### Placement view

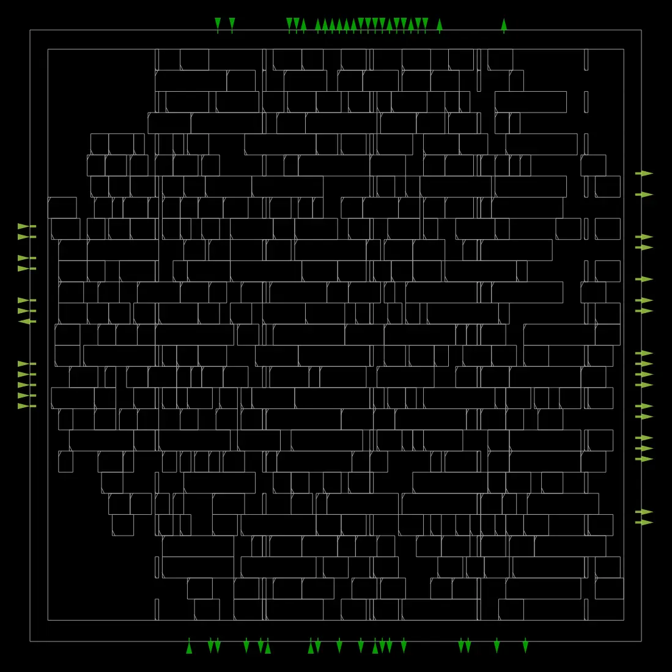
### Wires at chosen ports, followed through buffers

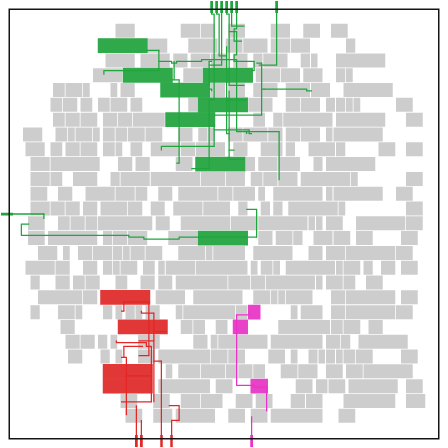
### Pin placement

Pins as bars across the die edge, other pins in gray.
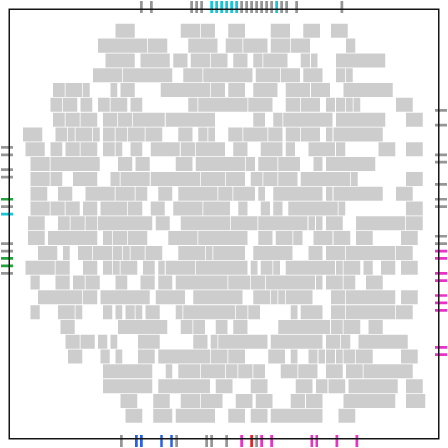
### Signal wires by layer

Scale bar: 20 um.
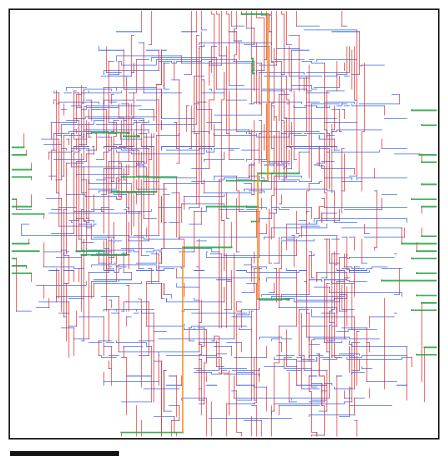
`config.mk`:
```
export PLATFORM = sky130hd
export DESIGN_NAME = shift_ctrl_flat
export DESIGN_NICKNAME = d
export VERILOG_FILES = /design/src/rtl/shift_ctrl_if.sv /design/src/rtl/shift_ctrl.sv /design/src/flat_wrapper.sv
export SDC_FILE = /design/constraint.sdc
export NUM_CORES = 1
export LEC_CHECK = 0
export CAP_MARGIN = 20
export CORE_MARGIN = 2
export CORE_UTILIZATION = 43
export CTS_CLUSTER_DIAMETER = 80
export DETAILED_ROUTE_END_ITERATION = 12
export GPL_ROUTABILITY_DRIVEN = 0
export PLACE_DENSITY = 0.77
export SLEW_MARGIN = 20
export SYNTH_ARGS = -nofsm -noshare
export SYNTH_HDL_FRONTEND = slang
export SYNTH_SLANG_ARGS = --single-unit
```
`constraint.sdc`:
```
create_clock -name clk -period 1.45 [get_ports clk]
set_input_delay 0.29 -clock clk [delete_from_list [all_inputs] [get_ports clk]]
set_output_delay 0.29 -clock clk [all_outputs]
set_load 0.03 [all_outputs]
```
`src/rtl/shift_ctrl_if.sv`:
```
// rtl/shift_ctrl_if.sv - command and result handshake bundle for shift_ctrl
interface shift_ctrl_if;
    logic       in_valid;
    logic       in_ready;
    logic [7:0] in_data;
    logic [3:0] in_amt;
    logic [2:0] in_op;
    logic       out_valid;
    logic       out_ready;
    logic [7:0] out_data;
    logic       out_carry;
    logic       out_zero;
    logic       out_err;

    modport slave (
        input  in_valid, in_data, in_amt, in_op, out_ready,
        output in_ready, out_valid, out_data, out_carry, out_zero, out_err
    );

    modport master (
        output in_valid, in_data, in_amt, in_op, out_ready,
        input  in_ready, out_valid, out_data, out_carry, out_zero, out_err
    );
endinterface

```
`src/rtl/shift_ctrl.sv`:
```
// rtl/shift_ctrl.sv - registered issue/output front-end for the 8-bit shift/rotate unit
module shift_ctrl #(
    parameter int CNT_W = 16
) (
    input  logic             clk,
    input  logic             rst,
    shift_ctrl_if.slave      bus,
    output logic [7:0]       sh_i,
    output logic [3:0]       sh_n,
    output logic             sh_lr,
    output logic             sh_ar,
    output logic             sh_rot,
    input  logic [7:0]       sh_o,
    output logic [CNT_W-1:0] op_count
);
    localparam logic [2:0] OP_LSR = 3'd0;
    localparam logic [2:0] OP_LSL = 3'd1;
    localparam logic [2:0] OP_ASR = 3'd2;
    localparam logic [2:0] OP_ASL = 3'd3;
    localparam logic [2:0] OP_ROR = 3'd4;
    localparam logic [2:0] OP_ROL = 3'd5;

    logic             a_valid_q, a_valid_d;
    logic [7:0]       a_data_q, a_data_d;
    logic [3:0]       a_n_q, a_n_d;
    logic [2:0]       a_op_q, a_op_d;
    logic             a_carry_q, a_carry_d;
    logic             b_valid_q, b_valid_d;
    logic [7:0]       b_data_q, b_data_d;
    logic             b_carry_q, b_carry_d;
    logic             b_zero_q, b_zero_d;
    logic             b_err_q, b_err_d;
    logic [CNT_W-1:0] cnt_q, cnt_d;

    logic       accept;
    logic       b_load;
    logic       a_legal;
    logic [3:0] n_in;
    logic       carry_in;
    logic [7:0] r_tap;
    logic [7:0] l_tap;
    logic [7:0] res_data;
    logic       res_carry;

    assign b_load       = a_valid_q && (!b_valid_q || bus.out_ready);
    assign bus.in_ready = !a_valid_q || b_load;
    assign accept       = bus.in_valid && bus.in_ready;

    // Amount normalisation and shift carry are resolved at accept, where in_amt is still visible.
    always_comb begin
        n_in     = 4'd0;
        carry_in = 1'b0;
        case (bus.in_op)
            OP_LSR, OP_LSL, OP_ASR, OP_ASL: n_in = (bus.in_amt > 4'd8) ? 4'd8 : bus.in_amt;
            OP_ROR, OP_ROL:                 n_in = {1'b0, bus.in_amt[2:0]};
            default:                        n_in = 4'd0;
        endcase
        r_tap = bus.in_data >> (n_in - 4'd1);
        l_tap = bus.in_data >> (4'd8 - n_in);
        if (n_in != 4'd0) begin
            case (bus.in_op)
                OP_LSR:         carry_in = (bus.in_amt <= 4'd8) && r_tap[0];
                OP_ASR:         carry_in = r_tap[0];
                OP_LSL, OP_ASL: carry_in = (bus.in_amt <= 4'd8) && l_tap[0];
                default:        carry_in = 1'b0;
            endcase
        end
    end

    assign sh_i   = a_data_q;
    assign sh_n   = a_n_q;
    assign sh_lr  = (a_op_q == OP_LSL) || (a_op_q == OP_ASL) || (a_op_q == OP_ROL);
    assign sh_ar  = (a_op_q == OP_ASR);
    assign sh_rot = (a_op_q == OP_ROR) || (a_op_q == OP_ROL);

    // Rotate carry depends on the shifter result, so it is resolved when B loads.
    always_comb begin
        a_legal   = (a_op_q < 3'd6);
        res_data  = a_legal ? sh_o : a_data_q;
        res_carry = 1'b0;
        if (a_legal) begin
            if (sh_rot)
                res_carry = (a_n_q != 4'd0) && ((a_op_q == OP_ROR) ? sh_o[7] : sh_o[0]);
            else
                res_carry = a_carry_q;
        end
    end

    always_comb begin
        a_valid_d = a_valid_q;
        a_data_d  = a_data_q;
        a_n_d     = a_n_q;
        a_op_d    = a_op_q;
        a_carry_d = a_carry_q;
        b_valid_d = b_valid_q;
        b_data_d  = b_data_q;
        b_carry_d = b_carry_q;
        b_zero_d  = b_zero_q;
        b_err_d   = b_err_q;
        cnt_d     = cnt_q;
        if (accept) begin
            a_valid_d = 1'b1;
            a_data_d  = bus.in_data;
            a_n_d     = n_in;
            a_op_d    = bus.in_op;
            a_carry_d = carry_in;
        end else if (b_load) begin
            a_valid_d = 1'b0;
        end
        if (b_load) begin
            b_valid_d = 1'b1;
            b_data_d  = res_data;
            b_carry_d = res_carry;
            b_zero_d  = (res_data == 8'd0);
            b_err_d   = !a_legal;
        end else if (bus.out_ready) begin
            b_valid_d = 1'b0;
        end
        if (b_valid_q && bus.out_ready)
            cnt_d = cnt_q + 1'b1;
    end

    always_ff @(posedge clk or posedge rst) begin
        if (rst) begin
            a_valid_q <= 1'b0;
            a_data_q  <= 8'd0;
            a_n_q     <= 4'd0;
            a_op_q    <= 3'd0;
            a_carry_q <= 1'b0;
            b_valid_q <= 1'b0;
            b_data_q  <= 8'd0;
            b_carry_q <= 1'b0;
            b_zero_q  <= 1'b0;
            b_err_q   <= 1'b0;
            cnt_q     <= '0;
        end else begin
            a_valid_q <= a_valid_d;
            a_data_q  <= a_data_d;
            a_n_q     <= a_n_d;
            a_op_q    <= a_op_d;
            a_carry_q <= a_carry_d;
            b_valid_q <= b_valid_d;
            b_data_q  <= b_data_d;
            b_carry_q <= b_carry_d;
            b_zero_q  <= b_zero_d;
            b_err_q   <= b_err_d;
            cnt_q     <= cnt_d;
        end
    end

    assign bus.out_valid = b_valid_q;
    assign bus.out_data  = b_data_q;
    assign bus.out_carry = b_carry_q;
    assign bus.out_zero  = b_zero_q;
    assign bus.out_err   = b_err_q;
    assign op_count      = cnt_q;
endmodule

```
`src/flat_wrapper.sv`:
```
// flat-port wrapper written by rule: the top's interface ports become plain ports
module shift_ctrl_flat 
#(
    parameter int CNT_W = 16
)
  (clk, rst, sh_i, sh_n, sh_lr, sh_ar, sh_rot, sh_o, op_count, bus_in_valid, bus_in_data, bus_in_amt, bus_in_op, bus_out_ready, bus_in_ready, bus_out_valid, bus_out_data, bus_out_carry, bus_out_zero, bus_out_err);
  shift_ctrl_if bus_i ();
  input  logic clk;
  input  logic rst;
  output logic [7:0] sh_i;
  output logic [3:0] sh_n;
  output logic sh_lr;
  output logic sh_ar;
  output logic sh_rot;
  input  logic [7:0] sh_o;
  output logic [CNT_W-1:0] op_count;
  input wire logic [$bits(bus_i.in_valid)-1:0] bus_in_valid;
  input wire logic [$bits(bus_i.in_data)-1:0] bus_in_data;
  input wire logic [$bits(bus_i.in_amt)-1:0] bus_in_amt;
  input wire logic [$bits(bus_i.in_op)-1:0] bus_in_op;
  input wire logic [$bits(bus_i.out_ready)-1:0] bus_out_ready;
  output wire logic [$bits(bus_i.in_ready)-1:0] bus_in_ready;
  output wire logic [$bits(bus_i.out_valid)-1:0] bus_out_valid;
  output wire logic [$bits(bus_i.out_data)-1:0] bus_out_data;
  output wire logic [$bits(bus_i.out_carry)-1:0] bus_out_carry;
  output wire logic [$bits(bus_i.out_zero)-1:0] bus_out_zero;
  output wire logic [$bits(bus_i.out_err)-1:0] bus_out_err;
  assign bus_i.in_valid = bus_in_valid;
  assign bus_i.in_data = bus_in_data;
  assign bus_i.in_amt = bus_in_amt;
  assign bus_i.in_op = bus_in_op;
  assign bus_i.out_ready = bus_out_ready;
  assign bus_in_ready = bus_i.in_ready;
  assign bus_out_valid = bus_i.out_valid;
  assign bus_out_data = bus_i.out_data;
  assign bus_out_carry = bus_i.out_carry;
  assign bus_out_zero = bus_i.out_zero;
  assign bus_out_err = bus_i.out_err;
  shift_ctrl #(.CNT_W(CNT_W)) u_core (.clk(clk), .rst(rst), .bus(bus_i), .sh_i(sh_i), .sh_n(sh_n), .sh_lr(sh_lr), .sh_ar(sh_ar), .sh_rot(sh_rot), .sh_o(sh_o), .op_count(op_count));
endmodule
```
==> run summary <==
flow finished, numbers: CP endpoint kind=register, slowest stage cell on the critical path=sky130_fd_sc_hd__mux2i_4, FF-to-FF End=u_core.op_count[15], result of the run=finished with violations, number of ordinary and repair buffers in the finished layout=~120, leading cell type in the layout, fill and taps excluded=sky130_fd_sc_hd__buf_4, tightest hold margin=~0.34 ns, Clock Sinks=45, number of cells after detailed placement=between 400 and 500, HPWL reported at the end of detailed placement=about 4500 um, GRT Residual Overflow=0, Setup Total Neg Slack=-0.2672 ns, storage element area=about 1100 sq um, Critical Path Fanout Max=4, PnR worst setup slack=-0.2672 ns, type of the worst setup path=in2reg, Setup WS pre-CTS=-1.092 ns, gate family responsible for the most delay along the worst path=AND-OR/OR-AND gates, post-synthesis share of cell area spent on full adders, half adders and majority gates=under 10%, share of cell area taken by multi-input logic gates=about 36%, seq pwr=1.68 mW, power of the combinational group=1.63 mW, filler cell count in the final layout=about 440, average cell area after synthesis=about 10 sq um, global-route wire length before repair=9880 um, Stages on worst setup path=10, switching power share of the total=36.80%, count of instantiated cells in the yosys netlist=around 230, via count of the first global-routing pass=approximately 2100, clock buffer count in the final layout=7, setup repair after global routing missed its margin=true, register fraction of the total cell area=30.47%, dominant kind of combinational cell=simple AND/OR/NAND/NOR gates, violated checks=setup timing, count of maximum capacitance violations=0, hold path depth=3, YS warnings=0, iteration count of the initial detailed-routing pass=4, number of setup violations in the final report=1, Final Hold Violation Tally=0, top area contributor share=a little under half, skew final=~0.007 ns, power group with the highest consumption=registers, Worst Path Required=1.65 ns, power in the clock group=0.724 mW, number of library cell types mapped by synthesis=around 46, leakage power=~1.8 nW, nets in the synthesized netlist=263, startpoint of the worst hold path=bus_in_op[2], area fraction in mux cells=10.76%, net count of the finished layout=around 380, reg-to-reg slack, setup=0.07 ns, yosys synthesis chip area=2395 sq um, series of cell instances along the critical path=buf_8, mux2i_4, and2_4, inv_4, ha_4, xnor2_4, mux2i_1, a211oi_2, o211ai_1, a311oi_2, Gate power share=~40%, initial antenna violation count=0, Largest cell class=multi-input combinational cells, Area Overhead vs Synth=55.85%, Worst-Skew Late Latency=0.29 ns, NonClk Buf Share=28.16%, number of buffers between clock root and the deepest sink=2, Min-Delay Path Class=in2reg, CP startpoint=bus_in_op[2], crit-path max cell delay=around 0.24 ns, Total Power=about 4.0 mW
-- 'Placement view' (at the start) --
row count: 27
non-filler cells, final: 420
Core Area: 5439 sq um

-- 'Wires at chosen ports, followed through buffers' (at the start) --
`sh_i` -> green  # bits 8, direction output, edge 7 top, 1 left, end cells 8, wire 348 um
`bus_out_ready` -> magenta  # bits 1, direction input, edge bottom, end cells 3, wire 29.8 um
`sh_n` -> red  # bits 4, direction output, edge bottom, end cells 4, wire 120 um
io pins: 71
number of input and output port buffers inserted: 70

-- 'Pin placement' (at the start) --
`bus_out_ready` -> red  # pins 1, direction input, edge bottom
`sh_i` -> cyan  # pins 8, direction output, edge 7 top, 1 left
`bus_in_op` -> green  # pins 3, direction input, edge left
`op_count` -> magenta  # pins 16, direction output, edge 9 right, 7 bottom
`sh_n` -> blue  # pins 4, direction output, edge bottom
horizontal die dimension: 78.63 um
overall die height: 78.63 um

-- 'Signal wires by layer' (at the start) --
M3 -> green  # wire length 206 um
M1 -> blue  # wire length 2440 um
M4 -> orange  # wire length 87.7 um
M2 -> red  # wire length 3140 um
vias after detailed routing: 2144
wire per inst: 13.96 um
total wire length after detailed routing: 5865 um

## sequential cells by signal, indices dropped and copies added (netlist names)
name                  flops
u_core.bus.out_err        1
u_core.a_op_q             3
u_core.a_carry_q          1
u_core.sh_i               8
u_core.bus.out_valid      1
u_core.bus.out_carry      1
u_core.bus.out_zero       1
u_core.a_valid_q          1
u_core.sh_n               4
u_core.bus.out_data       8
u_core.op_count          16
## layer usage
metal  vias up  track usage (%)  wire (um)
met5         -                0          0
met1      1016            24.19       2436
met2        52            36.24       3135
met4         0            6.491         87
met3         8            3.218        205
li1       1068                -          -
## timing repair
action,4_1_cts,5_1_grt
hold buffers,0,0
setup buffers,3,5
cloned,0,0
resized,62,24
setup endpoints to repair,46,13
pin swaps,6,9
Power and IR drop assume default switching activity.
